===== config.mk =====
export PLATFORM = sky130hd
export DESIGN_NAME = branch_resolver
export DESIGN_NICKNAME = d
export VERILOG_FILES = /design/src/rtl/branch_resolver.sv
export SDC_FILE = /design/constraint.sdc
export NUM_CORES = 1
export LEC_CHECK = 0
export CELL_PAD_IN_SITES_DETAIL_PLACEMENT = 1
export CELL_PAD_IN_SITES_GLOBAL_PLACEMENT = 1
export CORE_MARGIN = 1.5
export CORE_UTILIZATION = 35
export DETAILED_ROUTE_END_ITERATION = 7
export PLACE_DENSITY = 0.83
export SYNTH_ARGS = -nofsm -noshare
export SYNTH_HDL_FRONTEND = slang
export SYNTH_SLANG_ARGS = --single-unit
export TNS_END_PERCENT = 20

===== constraint.sdc =====
create_clock -name clk -period 7 [get_ports clk]
set_clock_uncertainty 0.15 [all_clocks]
set_input_delay 1.4 -clock clk [delete_from_list [all_inputs] [get_ports clk]]
set_output_delay 1.4 -clock clk [all_outputs]
set_load 0.02 [all_outputs]

===== src/rtl/branch_resolver.sv =====
// branch_resolver
// Resolves conditional branches, JAL and JALR in the execute stage and queues
// the results in a 2-entry FIFO that drives fetch redirection.
//
// Ports:
//   clk, rst          clock, asynchronous active-high reset
//   in_valid/in_ready request handshake (in_ready depends only on occupancy)
//   is_branch/is_jal/is_jalr, funct3, status{n,z,c,v}, pc, imm, rs1,
//   pred_taken        request payload, sampled on the accept edge only
//   flush             empties the buffer and drops a same-cycle request
//   out_valid/out_ready
//                     head-entry handshake
//   taken, target, link, mispredict, illegal
//                     head-entry fields (all zero when empty)
//   perf_mispredicts  saturating count of popped mispredicted entries
module branch_resolver #(
  parameter int unsigned N = 32
) (
  input  logic         clk,
  input  logic         rst,
  input  logic         in_valid,
  output logic         in_ready,
  input  logic         is_branch,
  input  logic         is_jal,
  input  logic         is_jalr,
  input  logic [2:0]   funct3,
  input  logic [3:0]   status,
  input  logic [N-1:0] pc,
  input  logic [N-1:0] imm,
  input  logic [N-1:0] rs1,
  input  logic         pred_taken,
  input  logic         flush,
  output logic         out_valid,
  input  logic         out_ready,
  output logic         taken,
  output logic [N-1:0] target,
  output logic [N-1:0] link,
  output logic         mispredict,
  output logic         illegal,
  output logic [15:0]  perf_mispredicts
);

  logic [N-1:0] w_link;
  logic [N-1:0] w_pc_imm;
  logic [N-1:0] w_rs1_imm;
  logic [N-1:0] w_target;
  logic         w_cond;
  logic         w_reserved;
  logic         w_taken;
  logic         w_illegal;
  logic         w_mispredict;
  logic         w_push;
  logic         w_pop;

  logic [1:0]   r_count;
  logic         r_wr_ptr;
  logic         r_rd_ptr;
  logic [15:0]  r_perf;

  logic         r_taken  [2];
  logic [N-1:0] r_target [2];
  logic [N-1:0] r_link   [2];
  logic         r_mis    [2];
  logic         r_ill    [2];

  assign w_link    = pc + N'(4);
  assign w_pc_imm  = pc + imm;
  assign w_rs1_imm = rs1 + imm;

  // status = {n, z, c, v}; c = 1 means the subtraction borrowed
  always_comb begin
    w_cond     = 1'b0;
    w_reserved = 1'b0;
    case (funct3)
      3'b000:  w_cond = status[2];
      3'b001:  w_cond = ~status[2];
      3'b100:  w_cond = status[3] ^ status[0];
      3'b101:  w_cond = ~(status[3] ^ status[0]);
      3'b110:  w_cond = status[1];
      3'b111:  w_cond = ~status[1];
      default: w_reserved = 1'b1;
    endcase
  end

  // A not-taken entry carries pc+4 so a mispredict redirect only needs target
  always_comb begin
    w_taken  = 1'b0;
    w_target = w_link;
    if (is_branch) begin
      w_taken = w_cond;
      if (w_cond) w_target = w_pc_imm;
    end else if (is_jal) begin
      w_taken  = 1'b1;
      w_target = w_pc_imm;
    end else if (is_jalr) begin
      w_taken  = 1'b1;
      w_target = {w_rs1_imm[N-1:1], 1'b0};
    end
  end

  assign w_illegal    = is_branch & w_reserved;
  assign w_mispredict = w_taken ^ pred_taken;

  assign in_ready  = (r_count != 2'd2);
  assign out_valid = (r_count != 2'd0);
  assign w_push    = in_valid & in_ready & ~flush;
  assign w_pop     = out_valid & out_ready;

  always_ff @(posedge clk or posedge rst) begin
    if (rst) begin
      r_count  <= '0;
      r_wr_ptr <= 1'b0;
      r_rd_ptr <= 1'b0;
    end else if (flush) begin
      r_count  <= '0;
      r_wr_ptr <= 1'b0;
      r_rd_ptr <= 1'b0;
    end else begin
      if (w_push) r_wr_ptr <= ~r_wr_ptr;
      if (w_pop)  r_rd_ptr <= ~r_rd_ptr;
      case ({w_push, w_pop})
        2'b10:   r_count <= r_count + 2'd1;
        2'b01:   r_count <= r_count - 2'd1;
        default: r_count <= r_count;
      endcase
    end
  end

  // A pop coinciding with flush still reaches the consumer, so it is counted
  always_ff @(posedge clk or posedge rst) begin
    if (rst) begin
      r_perf <= '0;
    end else if (w_pop && r_mis[r_rd_ptr] && (r_perf != '1)) begin
      r_perf <= r_perf + 16'd1;
    end
  end

  // Storage needs no reset: outputs are gated by occupancy
  always_ff @(posedge clk) begin
    if (w_push) begin
      r_taken[r_wr_ptr]  <= w_taken;
      r_target[r_wr_ptr] <= w_target;
      r_link[r_wr_ptr]   <= w_link;
      r_mis[r_wr_ptr]    <= w_mispredict;
      r_ill[r_wr_ptr]    <= w_illegal;
    end
  end

  assign taken            = out_valid & r_taken[r_rd_ptr];
  assign target           = out_valid ? r_target[r_rd_ptr] : '0;
  assign link             = out_valid ? r_link[r_rd_ptr] : '0;
  assign mispredict       = out_valid & r_mis[r_rd_ptr];
  assign illegal          = out_valid & r_ill[r_rd_ptr];
  assign perf_mispredicts = r_perf;

endmodule


### Ports around the boundary

Pins as bars across the die edge, other pins in gray.
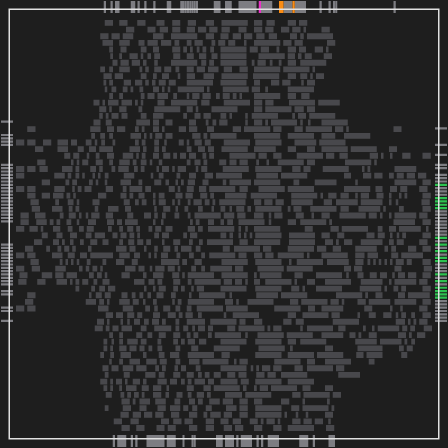
| port | color | pins | direction | edge |
|---|---|---|---|---|
| is_branch | magenta | 1 | input | top |
| funct3 | orange | 3 | input | top |
| perf_mispredicts | green | 16 | output | right |
all pins by edge: 56 top, 50 right, 50 bottom, 41 left
Die Span Y: 175.3 um
I/O Buffers: 196

### Met4 routing

Bar = 50 um.
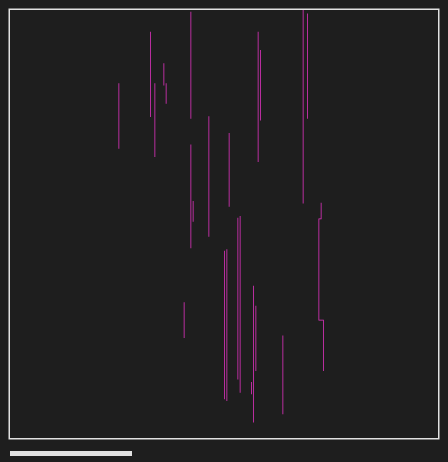
wire length on this layer: 949 um
main direction: vertical
share of all routed wire: 2.9%
DR vias: 8710
Routed Wire Length: 33240 um

==> results.yml <==
# physical design summary
clock_network:
  cts_hold_buffers: 0
  root_buffer: "clkbuf_16"
  cts-buffers-inserted: 17
final_timing:
  layout_setup_ws_ns: 2.263
  drv_slew: 0
  setup_viol: 0
  period_minus_slack_ns: 4.737
  tightestPinTransition_ns: 0.9703
  finalCritPeriodShare_pct: 67.68
  hold_violations: 0
drt:
  drc: 0
  ant_nets: 0
  firstDrtPassIters: 5
  wl_met3_um: 1723
  drt-met1-wl_um: 14710
final_layout:
  final_cell_mix: "clkdlybuf4s50_1, edfxtp_1, nor2_1"
  nNetsFinal: 1365
  syn_to_final_growth_pct: 27.82
  layout.cells.most_common: "clkdlybuf4s50_1"
  design_area_um2: 13280
grt:
  grt_pass1_wl_um: 51780
setup_path:
  crit_required_ns: 7.00
  slowest_delay_ns: 0.60
  cp_data_arrival_time_ns: 4.74
  cp_cell_sequence: "clkdlybuf4s50_1, ha_1, fa_1, a21o_1, a21o_1, a21oi_1, or2_2, o21ai_1, a21oi_2, o21bai_1, xnor2_1, o21ai_0"
  cp-end-kind: "flop"
  startpoint_type: "input pin"
  critPathKind: "in2reg"
logic_synthesis:
  mux_share_pct: 7.346
  ys_types: 78
  yosysWarnings: 0
  synthesis.nets: 1179
  ys_sh_adder_pct: 7.972
  ys_sh_aoi_pct: 16.20
  edf_count: 134
  ys_sh_xor_pct: 8.851
  top_cell_area_share_pct: 38.73
  yosysTopAreaCell: "edfxtp_1"
floorplanning:
  row_count: 62
  coreArea_um2: 28940
  chip_area_um2: 30730
  die_w_um: 175.3
outcome:
  outcome: "finished clean"
place:
  place_area_um2: 12720
  gp_congestion: 0.9440
worst_hold_path:
  hp-class: "reg2reg"
flow_run:
  warning_count: 26
### Clock nets

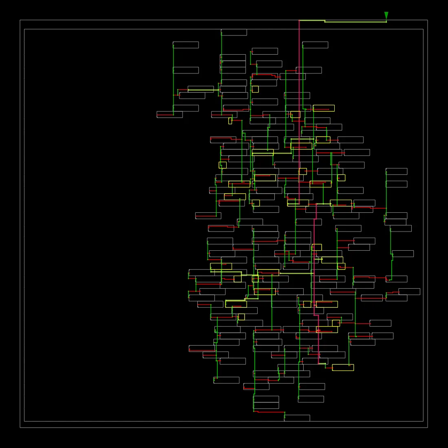
Num Clock Sinks: 154
clock latency at the later pin of the worst-skew pair: 0.41 ns
clk pwr: 0.867 mW

==> state kept, by name, indices dropped and copies added, names as in the netlist <==
signal and flops:
r_wr_ptr 1, r_count 2, r_mis 2, r_link 64
r_rd_ptr 1, r_target 64, perf_mispredicts 16, r_ill 2
r_taken 2
==> cell usage after synthesis, drive strengths merged (12+ instances only) <==
cell type	instances
xnor2	64
nand2	75
nand3	25
nor2	115
ha	63
mux2i	74
nor3	15
o22ai	15
edfxtp	134
nand4	22
inv	16
a21o	35
xor2	41
clkbuf	26
a21oi	80
o21bai	12
dfrtp	20
o21ai	45
==> cells by family after synthesis <==
| kind of cell | Yosys count |
|---|---|
| adders and majority gates | 65 |
| DFF | 154 |
| buffers and inverters | 52 |
| AOI/OAI and AO/OA | 250 |
| muxes | 76 |
| and+or+nand+nor | 300 |
| xor gates and xnor gates | 105 |
==> through the flow <==
stage	total power [mW]	std cells	utilization (%)	hold WS, ns
floorplan	1.645	1002	-	0.3676
global placement	1.959	1553	43.96	0.3299
detailed placement	1.991	1553	43.96	0.3425
CTS	2.864	1585	45.90	0.3512
global route	2.973	1585	45.90	0.3610
finish	2.853	1585	45.90	0.3509
==> cell type report <==
class                   instances  area [um^2]  share of cell area [%]
flip-flops and latches        154         4528                   34.10
multi-input cells             796         5637                   42.44
inverters                      16        60.06                  0.4522
clock inverters                14        131.4                  0.9893
repair buffers                203         2014                   15.17
clock buffers                  18        429.2                   3.232
well taps                     384        480.5                   3.618
==> final timing paths <==
kind / to / slack [ns] / depth (start not counted)
min: perf_mispredicts[14] / 0.35 / 1
max in group asynchronous: r_rd_ptr / 4.86 / 2
min reg2reg: perf_mispredicts[14] / 0.35 / 1
min in group asynchronous: perf_mispredicts[10] / 1.28 / 2
max reg2reg: perf_mispredicts[13] / 4.23 / 7
max: r_target[0][26] / 2.26 / 12
==> power by group <==
group | switching (mW) | internal, mW | total [mW] | leakage (nW)
registers | 0.0430 | 1.08 | 1.12 | 1.50
logic | 0.502 | 0.363 | 0.865 | 3.10
clock network | 0.398 | 0.469 | 0.867 | 0.266
==> per-layer routing <==
metal | global-route usage [%] | up-vias
met1 | 28.90 | 4277
li1 | - | 4108
met4 | 7.906 | 0
met5 | 0 | -
met2 | 36.31 | 273
met3 | 3.203 | 52
Power figures rest on the tool's default switching activity, not on a simulated workload.
